==> config.mk <==
export PLATFORM = sky130hd
export DESIGN_NAME = multicycle_control_flat
export DESIGN_NICKNAME = d
export VERILOG_FILES = /design/src/rtl/mips_ctrl_pkg.sv /design/src/rtl/multicycle_control_if.sv /design/src/rtl/multicycle_ctrl_outdec.sv /design/src/rtl/multicycle_control.sv /design/src/flat_wrapper.sv
export SDC_FILE = /design/constraint.sdc
export NUM_CORES = 1
export LEC_CHECK = 0
export CORE_MARGIN = 2
export CORE_UTILIZATION = 35
export CTS_CLUSTER_SIZE = 14
export DETAILED_ROUTE_END_ITERATION = 10
export PLACE_DENSITY = 0.77
export SETUP_SLACK_MARGIN = 0.1
export SKIP_CTS_REPAIR_TIMING = 1
export SYNTH_ARGS = -nofsm -noshare
export SYNTH_HDL_FRONTEND = slang
export SYNTH_SLANG_ARGS = --single-unit
==> constraint.sdc <==
create_clock -name clk -period 5.5 [get_ports clk]
set_input_delay 1.65 -clock clk [delete_from_list [all_inputs] [get_ports clk]]
set_output_delay 1.65 -clock clk [all_outputs]
set_load 0.02 [all_outputs]
==> src/rtl/mips_ctrl_pkg.sv <==
// Shared encodings for the multi-cycle MIPS controller: opcodes, states, datapath select codes.
// No logic beyond the legality helper.
package mips_ctrl_pkg;

    localparam logic [5:0] OP_RTYPE = 6'b000000;
    localparam logic [5:0] OP_J     = 6'b000010;
    localparam logic [5:0] OP_JAL   = 6'b000011;
    localparam logic [5:0] OP_BEQ   = 6'b000100;
    localparam logic [5:0] OP_ADDI  = 6'b001000;
    localparam logic [5:0] OP_ANDI  = 6'b001100;
    localparam logic [5:0] OP_LW    = 6'b100011;
    localparam logic [5:0] OP_SW    = 6'b101011;
    localparam logic [5:0] FUNCT_JR = 6'b001000;

    typedef enum logic [3:0] {
        S_FETCH  = 4'd0,  S_DECODE = 4'd1,  S_MADDR = 4'd2,  S_MREAD = 4'd3,
        S_MWB    = 4'd4,  S_MWRITE = 4'd5,  S_EXEC  = 4'd6,  S_RWB   = 4'd7,
        S_BRANCH = 4'd8,  S_JUMP   = 4'd9,  S_IEXEC = 4'd10, S_IWB   = 4'd11,
        S_JAL    = 4'd12, S_JR     = 4'd13, S_TRAP  = 4'd14, S_RST   = 4'd15
    } state_t;

    localparam logic [1:0] ALU_ADD = 2'b00, ALU_SUB = 2'b01, ALU_FUNCT = 2'b10, ALU_AND = 2'b11;
    localparam logic [1:0] PC_ALU = 2'b00, PC_ALUOUT = 2'b01, PC_JUMP = 2'b10, PC_RS = 2'b11;
    localparam logic [1:0] DST_RT = 2'b00, DST_RD = 2'b01, DST_RA = 2'b10;
    localparam logic [1:0] M2R_ALUOUT = 2'b00, M2R_MDR = 2'b01, M2R_PC = 2'b10;
    localparam logic [1:0] SRCB_B = 2'b00, SRCB_FOUR = 2'b01, SRCB_IMM = 2'b10, SRCB_IMM_SH2 = 2'b11;

    typedef struct packed {
        logic       pc_write;
        logic       pc_write_cond;
        logic       i_or_d;
        logic       mem_read;
        logic       mem_write;
        logic       ir_write;
        logic       alu_src_a;
        logic       reg_write;
        logic [1:0] reg_dst;
        logic [1:0] mem_to_reg;
        logic [1:0] alu_src_b;
        logic [1:0] alu_op;
        logic [1:0] pc_source;
        logic       illegal;
        logic       instr_retire;
    } ctrl_t;

    function automatic logic is_legal(input logic [5:0] op);
        case (op)
            OP_RTYPE, OP_J, OP_JAL, OP_BEQ, OP_ADDI, OP_ANDI, OP_LW, OP_SW: return 1'b1;
            default: return 1'b0;
        endcase
    endfunction

endpackage

==> src/rtl/multicycle_control_if.sv <==
// Instruction-register fields, memory ready and datapath control bundle.
// master = controller side, slave = datapath side.
interface multicycle_control_if;
    logic [5:0] op_code;
    logic [5:0] funct;
    logic       mem_ready;
    logic       PCWrite, PCWriteCond, IorD, MemRead, MemWrite, IRWrite, ALUSrcA, RegWrite;
    logic [1:0] RegDst, MemtoReg, ALUSrcB, ALUOp, PCSource;
    logic       illegal;
    logic       instr_retire;
    logic [3:0] state;

    modport master (
        input  op_code, funct, mem_ready,
        output PCWrite, PCWriteCond, IorD, MemRead, MemWrite, IRWrite, ALUSrcA, RegWrite,
        output RegDst, MemtoReg, ALUSrcB, ALUOp, PCSource, illegal, instr_retire, state
    );

    modport slave (
        output op_code, funct, mem_ready,
        input  PCWrite, PCWriteCond, IorD, MemRead, MemWrite, IRWrite, ALUSrcA, RegWrite,
        input  RegDst, MemtoReg, ALUSrcB, ALUOp, PCSource, illegal, instr_retire, state
    );
endinterface

==> src/rtl/multicycle_ctrl_outdec.sv <==
// Output decoder: current state (+ opcode, effective mem ready) -> datapath controls.
// Purely combinational, zero latency; write enables in wait states depend on ready.
module multicycle_ctrl_outdec
    import mips_ctrl_pkg::*;
#(
    parameter bit TRAP_ON_ILLEGAL = 1'b1
) (
    input  state_t     state,
    input  logic [5:0] op_code,
    input  logic       mem_ready,
    output ctrl_t      ctrl
);

    always_comb begin
        ctrl = '0;
        case (state)
            S_FETCH: begin
                ctrl.mem_read  = 1'b1;
                ctrl.alu_src_b = SRCB_FOUR;
                ctrl.ir_write  = mem_ready;
                ctrl.pc_write  = mem_ready;
            end
            S_DECODE: begin
                ctrl.alu_src_b    = SRCB_IMM_SH2;
                // An illegal opcode without trapping completes here as a NOP.
                ctrl.instr_retire = !TRAP_ON_ILLEGAL && !is_legal(op_code);
            end
            S_MADDR: begin
                ctrl.alu_src_a = 1'b1;
                ctrl.alu_src_b = SRCB_IMM;
            end
            S_MREAD: begin
                ctrl.mem_read = 1'b1;
                ctrl.i_or_d   = 1'b1;
            end
            S_MWB: begin
                ctrl.mem_to_reg   = M2R_MDR;
                ctrl.reg_write    = 1'b1;
                ctrl.instr_retire = 1'b1;
            end
            S_MWRITE: begin
                ctrl.mem_write    = 1'b1;
                ctrl.i_or_d       = 1'b1;
                ctrl.instr_retire = mem_ready;
            end
            S_EXEC: begin
                ctrl.alu_src_a = 1'b1;
                ctrl.alu_op    = ALU_FUNCT;
            end
            S_RWB: begin
                ctrl.reg_dst      = DST_RD;
                ctrl.reg_write    = 1'b1;
                ctrl.instr_retire = 1'b1;
            end
            S_BRANCH: begin
                ctrl.alu_src_a     = 1'b1;
                ctrl.alu_op        = ALU_SUB;
                ctrl.pc_write_cond = 1'b1;
                ctrl.pc_source     = PC_ALUOUT;
                ctrl.instr_retire  = 1'b1;
            end
            S_JUMP: begin
                ctrl.pc_write     = 1'b1;
                ctrl.pc_source    = PC_JUMP;
                ctrl.instr_retire = 1'b1;
            end
            S_IEXEC, S_IWB: begin
                // ALU controls stay up through write-back so ALUOut's source is unchanged.
                ctrl.alu_src_a    = 1'b1;
                ctrl.alu_src_b    = SRCB_IMM;
                ctrl.alu_op       = (op_code == OP_ANDI) ? ALU_AND : ALU_ADD;
                ctrl.reg_write    = (state == S_IWB);
                ctrl.instr_retire = (state == S_IWB);
            end
            S_JAL: begin
                ctrl.pc_write     = 1'b1;
                ctrl.pc_source    = PC_JUMP;
                ctrl.reg_dst      = DST_RA;
                ctrl.mem_to_reg   = M2R_PC;
                ctrl.reg_write    = 1'b1;
                ctrl.instr_retire = 1'b1;
            end
            S_JR: begin
                ctrl.pc_write     = 1'b1;
                ctrl.pc_source    = PC_RS;
                ctrl.instr_retire = 1'b1;
            end
            S_TRAP:  ctrl.illegal = 1'b1;
            default: ;
        endcase
    end

endmodule

==> src/rtl/multicycle_control.sv <==
// Multi-cycle MIPS control FSM: state register, next-state logic, output decoder.
// 3-5 cycles per instruction; FETCH/MREAD/MWRITE stall while mem_ready is low.
module multicycle_control
    import mips_ctrl_pkg::*;
#(
    parameter bit MEM_HANDSHAKE   = 1'b1,
    parameter bit TRAP_ON_ILLEGAL = 1'b1
) (
    input  logic                  clk,
    input  logic                  reset_n,
    multicycle_control_if.master  bus
);

    state_t state_q;
    state_t state_d;
    logic   ready;
    ctrl_t  ctrl;

    assign ready = MEM_HANDSHAKE ? bus.mem_ready : 1'b1;

    multicycle_ctrl_outdec #(
        .TRAP_ON_ILLEGAL(TRAP_ON_ILLEGAL)
    ) u_outdec (
        .state     (state_q),
        .op_code   (bus.op_code),
        .mem_ready (ready),
        .ctrl      (ctrl)
    );

    always_comb begin
        state_d = S_RST;
        case (state_q)
            S_RST:    state_d = S_FETCH;
            S_FETCH:  state_d = ready ? S_DECODE : S_FETCH;
            S_DECODE: begin
                case (bus.op_code)
                    OP_LW, OP_SW:     state_d = S_MADDR;
                    OP_RTYPE:         state_d = (bus.funct == FUNCT_JR) ? S_JR : S_EXEC;
                    OP_BEQ:           state_d = S_BRANCH;
                    OP_ADDI, OP_ANDI: state_d = S_IEXEC;
                    OP_J:             state_d = S_JUMP;
                    OP_JAL:           state_d = S_JAL;
                    default:          state_d = TRAP_ON_ILLEGAL ? S_TRAP : S_FETCH;
                endcase
            end
            S_MADDR:  state_d = (bus.op_code == OP_SW) ? S_MWRITE : S_MREAD;
            S_MREAD:  state_d = ready ? S_MWB : S_MREAD;
            S_MWRITE: state_d = ready ? S_FETCH : S_MWRITE;
            S_EXEC:   state_d = S_RWB;
            S_IEXEC:  state_d = S_IWB;
            S_MWB, S_RWB, S_BRANCH, S_JUMP, S_IWB, S_JAL, S_JR: state_d = S_FETCH;
            S_TRAP:   state_d = S_TRAP;
            default:  state_d = S_RST;
        endcase
    end

    always_ff @(posedge clk or negedge reset_n) begin
        if (!reset_n) state_q <= S_RST;
        else          state_q <= state_d;
    end

    // Outputs decode straight from the state register, so reset clears them asynchronously.
    assign bus.PCWrite      = ctrl.pc_write;
    assign bus.PCWriteCond  = ctrl.pc_write_cond;
    assign bus.IorD         = ctrl.i_or_d;
    assign bus.MemRead      = ctrl.mem_read;
    assign bus.MemWrite     = ctrl.mem_write;
    assign bus.IRWrite      = ctrl.ir_write;
    assign bus.ALUSrcA      = ctrl.alu_src_a;
    assign bus.RegWrite     = ctrl.reg_write;
    assign bus.RegDst       = ctrl.reg_dst;
    assign bus.MemtoReg     = ctrl.mem_to_reg;
    assign bus.ALUSrcB      = ctrl.alu_src_b;
    assign bus.ALUOp        = ctrl.alu_op;
    assign bus.PCSource     = ctrl.pc_source;
    assign bus.illegal      = ctrl.illegal;
    assign bus.instr_retire = ctrl.instr_retire;
    assign bus.state        = state_q;

endmodule

==> src/flat_wrapper.sv <==
// flat-port wrapper written by rule: the top's interface ports become plain ports
module multicycle_control_flat import mips_ctrl_pkg::*;
#(
    parameter bit MEM_HANDSHAKE   = 1'b1,
    parameter bit TRAP_ON_ILLEGAL = 1'b1
)
  (clk, reset_n, bus_op_code, bus_funct, bus_mem_ready, bus_PCWrite, bus_PCWriteCond, bus_IorD, bus_MemRead, bus_MemWrite, bus_IRWrite, bus_ALUSrcA, bus_RegWrite, bus_RegDst, bus_MemtoReg, bus_ALUSrcB, bus_ALUOp, bus_PCSource, bus_illegal, bus_instr_retire, bus_state);
  multicycle_control_if bus_i ();
  input  logic clk;
  input  logic reset_n;
  input wire logic [$bits(bus_i.op_code)-1:0] bus_op_code;
  input wire logic [$bits(bus_i.funct)-1:0] bus_funct;
  input wire logic [$bits(bus_i.mem_ready)-1:0] bus_mem_ready;
  output wire logic [$bits(bus_i.PCWrite)-1:0] bus_PCWrite;
  output wire logic [$bits(bus_i.PCWriteCond)-1:0] bus_PCWriteCond;
  output wire logic [$bits(bus_i.IorD)-1:0] bus_IorD;
  output wire logic [$bits(bus_i.MemRead)-1:0] bus_MemRead;
  output wire logic [$bits(bus_i.MemWrite)-1:0] bus_MemWrite;
  output wire logic [$bits(bus_i.IRWrite)-1:0] bus_IRWrite;
  output wire logic [$bits(bus_i.ALUSrcA)-1:0] bus_ALUSrcA;
  output wire logic [$bits(bus_i.RegWrite)-1:0] bus_RegWrite;
  output wire logic [$bits(bus_i.RegDst)-1:0] bus_RegDst;
  output wire logic [$bits(bus_i.MemtoReg)-1:0] bus_MemtoReg;
  output wire logic [$bits(bus_i.ALUSrcB)-1:0] bus_ALUSrcB;
  output wire logic [$bits(bus_i.ALUOp)-1:0] bus_ALUOp;
  output wire logic [$bits(bus_i.PCSource)-1:0] bus_PCSource;
  output wire logic [$bits(bus_i.illegal)-1:0] bus_illegal;
  output wire logic [$bits(bus_i.instr_retire)-1:0] bus_instr_retire;
  output wire logic [$bits(bus_i.state)-1:0] bus_state;
  assign bus_i.op_code = bus_op_code;
  assign bus_i.funct = bus_funct;
  assign bus_i.mem_ready = bus_mem_ready;
  assign bus_PCWrite = bus_i.PCWrite;
  assign bus_PCWriteCond = bus_i.PCWriteCond;
  assign bus_IorD = bus_i.IorD;
  assign bus_MemRead = bus_i.MemRead;
  assign bus_MemWrite = bus_i.MemWrite;
  assign bus_IRWrite = bus_i.IRWrite;
  assign bus_ALUSrcA = bus_i.ALUSrcA;
  assign bus_RegWrite = bus_i.RegWrite;
  assign bus_RegDst = bus_i.RegDst;
  assign bus_MemtoReg = bus_i.MemtoReg;
  assign bus_ALUSrcB = bus_i.ALUSrcB;
  assign bus_ALUOp = bus_i.ALUOp;
  assign bus_PCSource = bus_i.PCSource;
  assign bus_illegal = bus_i.illegal;
  assign bus_instr_retire = bus_i.instr_retire;
  assign bus_state = bus_i.state;
  multicycle_control #(.MEM_HANDSHAKE(MEM_HANDSHAKE), .TRAP_ON_ILLEGAL(TRAP_ON_ILLEGAL)) u_core (.clk(clk), .reset_n(reset_n), .bus(bus_i));
endmodule
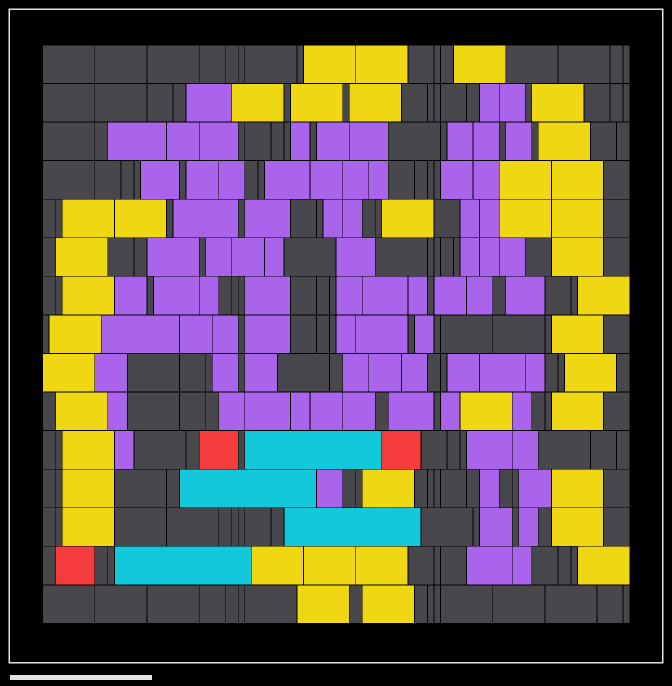
(cell classes on the final placement)
The bar under the picture is 10 um long. Fill, decap, tap and diode cells in gray.
purple -> combinational and other logic  # cells 80, share of their area 49%
cyan -> flops  # cells 4, share of their area 11%
red -> clock drivers  # cells 3, share of their area 2.3%
yellow -> other buffers and delay cells  # cells 38, share of their area 38%
fin util: 60.0%
row count: 15
final instance area: 1010 sq um

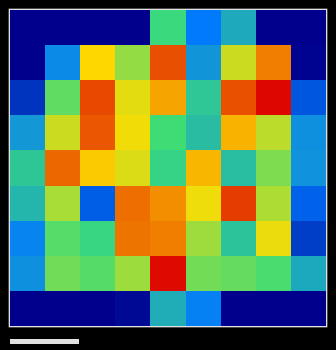
(placement density heat map)
The bar under the picture is 10 um long. 9 x 9 tiles, from dark blue (low) to red (high), 0 to 100% covered.
tiles over 75% full = 22%
mean over tiles = 47%
nearly empty tiles = 19%
densest ninth of the die = center
core box area: 1690 sq um
Pre-Place Util: 36.5%

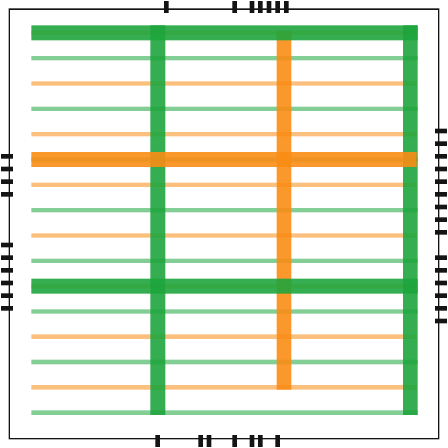
(floorplan with the power grid)
Pins as bars on the die edge.
green -> VSS
orange -> VDD
met1 rails = 16
met5 straps = 3
signal pins = 39
rows = 15
met4 straps = 3
die height: 46.0 um
Die X: 46.0 um
peak supply drop: 0.366 mV

-- layer usage --
metal  wire length, um  up-vias
met4                 0        0
met2               854       33
met5                 0        -
li1                  -      407
met1               744      357
met3               114        0
-- worst max path at each step --
stage	startpoint	endpoint	slack, ps	cells past startpoint
after CTS	bus_op_code[1]	bus_ALUOp[1]	250	6
after global routing	bus_op_code[1]	bus_ALUOp[1]	180	6
final	bus_op_code[1]	bus_ALUOp[1]	330	6
after global placement	bus_op_code[1]	bus_ALUOp[1]	290	6
after detailed placement	bus_op_code[1]	bus_ALUOp[1]	250	6
after floorplan	bus_op_code[1]	bus_ALUOp[0]	1350	3
-- worst min-delay path, stage by stage, from the launching register on --
cell and delay [ps]:
dfstp_2 420, inv_1 120, o32ai_1 90
==> job_summary.md <==
### Flow metrics

| Metric | Value |
|---|---|
| Worst Hold End | u_core.bus.state[3]$_DFF_PN1_ |
| Seq. pwr | 113 uW |
| F_max | 193 MHz |
| Placed cells | 139 |
| Layout Skew | 3.56 ps |
| Crit path time final | 5170 ps |
| Yosys Instances | 91 |
| FF+latch count, synth | 4 |
| Max FO, Critical Path | 7 |
| Invs w/o clock | 2 |
| Final #Nets | 142 |
| R2r startpoint | u_core.bus.state[1]$_DFF_PN1_ |
| Worst-Margin Slew | 369 ps |
| Combinational share of cell area | 47.0% |
| Area leader share | 17.0% |
| Reg-to-reg slack, setup | 3810 ps |
| Total grt overflow | 0 |
| Post-synthesis sequential area ratio | 17.0% |
| DRC | 0 |
| GRT met1 Usage | 21.9% |
| Pwr Total | 550 uW |
| GRT Util Overall | 17.4% |
| Ao+oa area frac | 26.4% |
| Comb gates | 78 |
| Post-synth ARST share | 100% |
| GR Util met2 | 29.2% |
| Dominant logic cell type in the layout | clkdlybuf4s50_1 |
| Routed Wire Length | 1.71 mm |
| Gate Count Post-Synth | 91 |
| Sw power | 271 uW |
| Reg2reg path depth | 4 |
| Internal | 279 uW |
| Clock network power share | 6.6% |
| I/O pin total | 39 |
| Outcome | finished, final reports clean |
| Routed Antenna Nets | 0 |
| CP top delay family | buffers and inverters |
| Slowest stage delay, CP | 590 ps |
| Top power group | combinational logic |
| Crit share post-route | 94.0% |
| Worst-path cell chain | clkdlybuf4s50_1 -> nor4_2 -> nand3_1 -> o22ai_1 -> and2_1 -> clkdlybuf4s50_1 |
| WP data arrival | 3520 ps |
| Routing usage on met3 | 3.97% |
| WHS | 638 ps |
| Synth Area in Adders | 0% |
| Clock buffers | 3 |
| Nonclk buf count | 38 |
| TNS Setup | 0 ps |
| Syn_area_per_cell | 6.78 sq um |
| Initial antenna violation count | 0 |
| And+or+nand+nor area frac | 45.6% |
| Worst-path clk slew | 40 ps |
| Seq cells | 4 |
| Combinational share of power | 72.8% |
| Critical Path Sink Type | primary output |
| Most used cell, CP | clkdlybuf4s50_1 |
| TritonCTS Buffers | 3 |
| Worst slew margin relative to its limit | 75.0% |
| Final setup violation count | 0 |
| Synth cell count leaders | nor2_1, nor3_1, nand2_1 |
| Via Count | 797 |
| Most frequent cells in the layout | clkdlybuf4s50_1, nor2_1, nor3_1 |
| CTS max path bufs | 2 |
| Number of flip-flops under the largest register name | 4 |
| Main logic family after synthesis | simple AND/OR/NAND/NOR gates |
| Comb area | 477 sq um |
| Post-place setup slack | 249 ps |
| Final cell count without fillers | 142 |
| Leading area contributor after synthesis | dfstp_2 |
| Logic power comb | 401 uW |
| Routed wire length per instance | 12.1 um |
| Count leader, synth | nor2_1 |
| Fin. Hold Viols | 0 |
| GP Congestion | 0.879 |
| Mux cell area share | 0% |
| H-tree Lvls | 1 |
| Max-cap violations | 0 |
| Filler cells | 168 |
| # clock sinks | 4 |
| Pwr dens | 543 nW/um^2 |
| Tapcells inserted | 17 |
| CP required | 3850 ps |
No activity file was given, so power comes from the tool's default toggle rates.
